**Placed cells, one color a class**

(3 px per um) Fill, decap, tap and diode cells in gray.
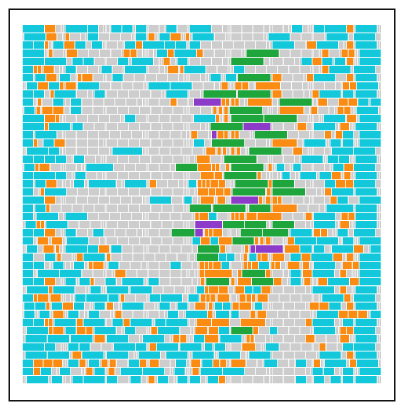
**Layout detail**

Window x 52 to 77, y 52 to 77 um. Cells in gray, sequential cells in the stronger gray; small squares are vias.
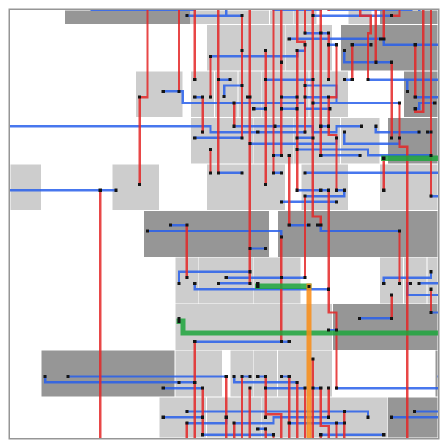
[src/rtl/mem_port_arbiter_pkg.sv]
// rtl/mem_port_arbiter_pkg.sv - shared types and default constants for mem_port_arbiter
package mem_port_arbiter_pkg;

  localparam int LDTAG_W_DEF     = 4;
  localparam int OUTST_DEPTH_DEF = 4;
  localparam int STARVE_LIM_DEF  = 8;

  // Tag field sized for the widest supported LDTAG_W; narrower tags are zero-extended.
  localparam int LDTAG_MAX_W = 16;

  typedef enum logic {
    SRC_FETCH = 1'b0,
    SRC_LOAD  = 1'b1
  } src_e;

  typedef enum logic [1:0] {
    GNT_NONE,
    GNT_LOAD,
    GNT_STORE,
    GNT_FETCH
  } gnt_e;

  typedef struct packed {
    src_e                   src;
    logic [LDTAG_MAX_W-1:0] tag;
    logic                   drop;
  } rd_entry_t;

endpackage

[src/rtl/mem_port_arbiter_rd_order_fifo.sv]
// rtl/mem_port_arbiter_rd_order_fifo.sv - in-order read tracking FIFO with fetch drop marking
module rd_order_fifo
  import mem_port_arbiter_pkg::*;
#(
  parameter int DEPTH = OUTST_DEPTH_DEF
) (
  input  logic      clk,
  input  logic      rst,
  input  logic      push_i,
  input  rd_entry_t push_entry_i,
  input  logic      pop_i,
  input  logic      flush_i,
  output logic      full_o,
  output logic      empty_o,
  output rd_entry_t head_o
);

  localparam int PW = $clog2(DEPTH);
  localparam int CW = $clog2(DEPTH + 1);

  rd_entry_t         mem_q [DEPTH];
  logic [PW-1:0]     wr_ptr_q;
  logic [PW-1:0]     rd_ptr_q;
  logic [CW-1:0]     count_q;
  logic              do_push;
  logic              do_pop;

  assign full_o  = (count_q == CW'(DEPTH));
  assign empty_o = (count_q == '0);
  assign head_o  = mem_q[rd_ptr_q];
  assign do_pop  = pop_i && !empty_o;
  assign do_push = push_i && !full_o;

  always_ff @(posedge clk) begin
    if (rst) begin
      wr_ptr_q <= '0;
      rd_ptr_q <= '0;
      count_q  <= '0;
      for (int i = 0; i < DEPTH; i++) mem_q[i] <= '0;
    end else begin
      // Marking stale slots is harmless: a push always rewrites the whole entry.
      for (int i = 0; i < DEPTH; i++) begin
        if (flush_i && mem_q[i].src == SRC_FETCH) mem_q[i].drop <= 1'b1;
      end
      if (do_push) begin
        mem_q[wr_ptr_q] <= push_entry_i;
        wr_ptr_q        <= wr_ptr_q + PW'(1);
      end
      if (do_pop) rd_ptr_q <= rd_ptr_q + PW'(1);
      case ({do_push, do_pop})
        2'b10:   count_q <= count_q + CW'(1);
        2'b01:   count_q <= count_q - CW'(1);
        default: count_q <= count_q;
      endcase
    end
  end

endmodule

[src/rtl/mem_port_arbiter.sv]
// rtl/mem_port_arbiter.sv - fetch/load/store arbiter onto one memory port with in-order read return
module mem_port_arbiter
  import mem_port_arbiter_pkg::*;
#(
  parameter int LDTAG_W     = LDTAG_W_DEF,
  parameter int OUTST_DEPTH = OUTST_DEPTH_DEF,
  parameter int STARVE_LIM  = STARVE_LIM_DEF
) (
  input  logic               clk,
  input  logic               rst,
  input  logic               if_req_valid,
  output logic               if_req_ready,
  input  logic [31:0]        if_req_addr,
  output logic               if_resp_valid,
  input  logic               if_resp_ready,
  output logic [31:0]        if_resp_inst,
  input  logic               if_flush,
  input  logic               ld_req_valid,
  output logic               ld_req_ready,
  input  logic [31:0]        ld_req_addr,
  input  logic [LDTAG_W-1:0] ld_req_tag,
  output logic               ld_resp_valid,
  input  logic               ld_resp_ready,
  output logic [31:0]        ld_resp_data,
  output logic [LDTAG_W-1:0] ld_resp_tag,
  input  logic               st_req_valid,
  output logic               st_req_ready,
  input  logic [31:0]        st_req_addr,
  input  logic [31:0]        st_req_wdata,
  input  logic [3:0]         st_req_wstrb,
  output logic               mem_req_valid,
  input  logic               mem_req_ready,
  output logic               mem_req_we,
  output logic [31:0]        mem_req_addr,
  output logic [31:0]        mem_req_wdata,
  output logic [3:0]         mem_req_wstrb,
  input  logic               mem_resp_valid,
  output logic               mem_resp_ready,
  input  logic [31:0]        mem_resp_data
);

  localparam int SW = $clog2(STARVE_LIM + 1);

  logic [SW-1:0] starve_q;
  logic [SW-1:0] starve_d;
  gnt_e          gnt;
  logic          fifo_full;
  logic          fifo_empty;
  logic          fifo_push;
  logic          fifo_pop;
  rd_entry_t     push_entry;
  rd_entry_t     head;
  logic          ld_elig;
  logic          st_elig;
  logic          if_elig;
  logic          if_hs;
  logic          unused_tag_bits;

  assign ld_elig = ld_req_valid && !fifo_full;
  assign st_elig = st_req_valid;
  assign if_elig = if_req_valid && !fifo_full && !if_flush;

  always_comb begin
    gnt = GNT_NONE;
    if (!rst) begin
      if (if_elig && starve_q == SW'(STARVE_LIM)) gnt = GNT_FETCH;
      else if (ld_elig)                          gnt = GNT_LOAD;
      else if (st_elig)                          gnt = GNT_STORE;
      else if (if_elig)                          gnt = GNT_FETCH;
    end
  end

  always_comb begin
    mem_req_valid = 1'b0;
    mem_req_we    = 1'b0;
    mem_req_addr  = '0;
    mem_req_wdata = '0;
    mem_req_wstrb = '0;
    ld_req_ready  = 1'b0;
    st_req_ready  = 1'b0;
    if_req_ready  = 1'b0;
    case (gnt)
      GNT_LOAD: begin
        mem_req_valid = 1'b1;
        mem_req_addr  = ld_req_addr;
        ld_req_ready  = mem_req_ready;
      end
      GNT_STORE: begin
        mem_req_valid = 1'b1;
        mem_req_we    = 1'b1;
        mem_req_addr  = st_req_addr;
        mem_req_wdata = st_req_wdata;
        mem_req_wstrb = st_req_wstrb;
        st_req_ready  = mem_req_ready;
      end
      GNT_FETCH: begin
        mem_req_valid = 1'b1;
        mem_req_addr  = if_req_addr;
        if_req_ready  = mem_req_ready;
      end
      default: ;
    endcase
  end

  assign if_hs     = if_req_valid && if_req_ready;
  assign fifo_push = mem_req_valid && mem_req_ready && (gnt == GNT_LOAD || gnt == GNT_FETCH);

  always_comb begin
    push_entry      = '0;
    push_entry.src  = (gnt == GNT_LOAD) ? SRC_LOAD : SRC_FETCH;
    push_entry.tag  = (gnt == GNT_LOAD) ? LDTAG_MAX_W'(ld_req_tag) : '0;
    push_entry.drop = 1'b0;
  end

  always_comb begin
    starve_d = starve_q;
    if (!if_req_valid || if_hs)           starve_d = '0;
    else if (starve_q != SW'(STARVE_LIM)) starve_d = starve_q + SW'(1);
  end

  always_ff @(posedge clk) begin
    if (rst) starve_q <= '0;
    else     starve_q <= starve_d;
  end

  rd_order_fifo #(
    .DEPTH (OUTST_DEPTH)
  ) u_rd_order_fifo (
    .clk          (clk),
    .rst          (rst),
    .push_i       (fifo_push),
    .push_entry_i (push_entry),
    .pop_i        (fifo_pop),
    .flush_i      (if_flush && !rst),
    .full_o       (fifo_full),
    .empty_o      (fifo_empty),
    .head_o       (head)
  );

  // Responses follow the FIFO head; a dropped fetch is drained without being presented.
  always_comb begin
    mem_resp_ready = 1'b0;
    ld_resp_valid  = 1'b0;
    ld_resp_data   = '0;
    ld_resp_tag    = '0;
    if_resp_valid  = 1'b0;
    if_resp_inst   = '0;
    if (!rst && !fifo_empty) begin
      if (head.drop) begin
        mem_resp_ready = 1'b1;
      end else if (head.src == SRC_LOAD) begin
        ld_resp_valid  = mem_resp_valid;
        ld_resp_data   = mem_resp_data;
        ld_resp_tag    = head.tag[LDTAG_W-1:0];
        mem_resp_ready = ld_resp_ready;
      end else begin
        if_resp_valid  = mem_resp_valid;
        if_resp_inst   = mem_resp_data;
        mem_resp_ready = if_resp_ready;
      end
    end
  end

  assign fifo_pop        = mem_resp_valid && mem_resp_ready;
  assign unused_tag_bits = ^head.tag;

  a_no_orphan_resp : assert property (@(posedge clk) disable iff (rst)
    !(mem_resp_valid && fifo_empty));

endmodule

[config.mk]
export PLATFORM = sky130hd
export DESIGN_NAME = mem_port_arbiter
export DESIGN_NICKNAME = d
export VERILOG_FILES = /design/src/rtl/mem_port_arbiter_pkg.sv /design/src/rtl/mem_port_arbiter_rd_order_fifo.sv /design/src/rtl/mem_port_arbiter.sv
export SDC_FILE = /design/constraint.sdc
export NUM_CORES = 1
export LEC_CHECK = 0
export CAP_MARGIN = 30
export CORE_AREA = 4 4 124 126
export CTS_CLUSTER_DIAMETER = 150
export CTS_CLUSTER_SIZE = 8
export DETAILED_ROUTE_END_ITERATION = 12
export DIE_AREA = 0 0 128 130
export PLACE_DENSITY = 0.68
export RECOVER_POWER = 50
export SYNTH_ARGS = -nofsm -noshare
export SYNTH_HDL_FRONTEND = slang
export SYNTH_SLANG_ARGS = --single-unit
[constraint.sdc]
create_clock -name clk -period 2.7 [get_ports clk]
set_input_delay 0.405 -clock clk [delete_from_list [all_inputs] [get_ports clk]]
set_output_delay 0.405 -clock clk [all_outputs]
set_load 0.05 [all_outputs]
==> flow_summary.yaml <==
# yosys + openroad results
job:
  warning_count: 32
yosys:
  synth-edff-count: 20
  ys_seq_frac: 0.306
  ys_ff: 37
  most_common_cell: "and2_1"
  yosysChipArea_um2: 3070
  synth-compound-area-share: 0.144
outcome:
  violations: "setup timing"
  outcome: "complete, but fails checks"
cts:
  cts_sinks: 37
  cts_tree: "done"
  cts_hold_buf: 0
sta:
  achievable-frequency_mhz: 367
  setup_slack_ps: -26.3
  finalSetupViolations: 18
  finalHoldViolations: 0
global_route:
  use_met2: 0.363
  overflow: 0
drt:
  wl_per_cell_um: 19.1
  drt_first_pass_iters: 8
  totalWireLength_um: 16800
placed_design:
  globalplace.congestion: 0.861
  place_ws_ps: -116
finish:
  fin_util: 0.597
  logic_gate_count: 251
  top_register: "u_rd_order_fifo.mem_q"
  mi_logic_area_um2: 1960
  seq-cell-share: 0.111
  top_regs: "u_rd_order_fifo.mem_q (24), starve_q (4), u_rd_order_fifo.count_q (3)"
  nNetsFinal: 883
  seq_cells: 37
  clkbuf_count: 5
  largest_reg_flops: 24
  final_common_cell: "clkdlybuf4s50_1"
critical_path:
  crit_fanout: 29
  cp.buffers_inverters: 3
  critPathCapture: "mem_req_wdata[27]"
power:
  pg_comb_mw: 1.13
  p_comb_frac: 0.487
  total_power_mw: 2.31
  seqPwrFrac: 0.273
floorplanning:
  die_area_um2: 16600
  die_h_um: 130
-- 'placed cells, one color a class' (at the start) --
all other logic -> orange  # cells 297, share of their area 26%
flip-flops -> green  # cells 37, share of their area 11%
other buffers and delay cells -> cyan  # cells 356, share of their area 61%
clock drivers and dummy loads -> purple  # cells 8, share of their area 1.7%

-- 'layout detail' (at the start) --
met2 -> red
met3 -> green
met4 -> orange
met1 -> blue
most frequent = buf_4 (5), a21o_1 (4)
cells with their middle in the window = 34
sequential cells in the window = 5
netlist names of flops here include = u_rd_order_fifo.mem_q (3)

Power and IR drop assume default switching activity.
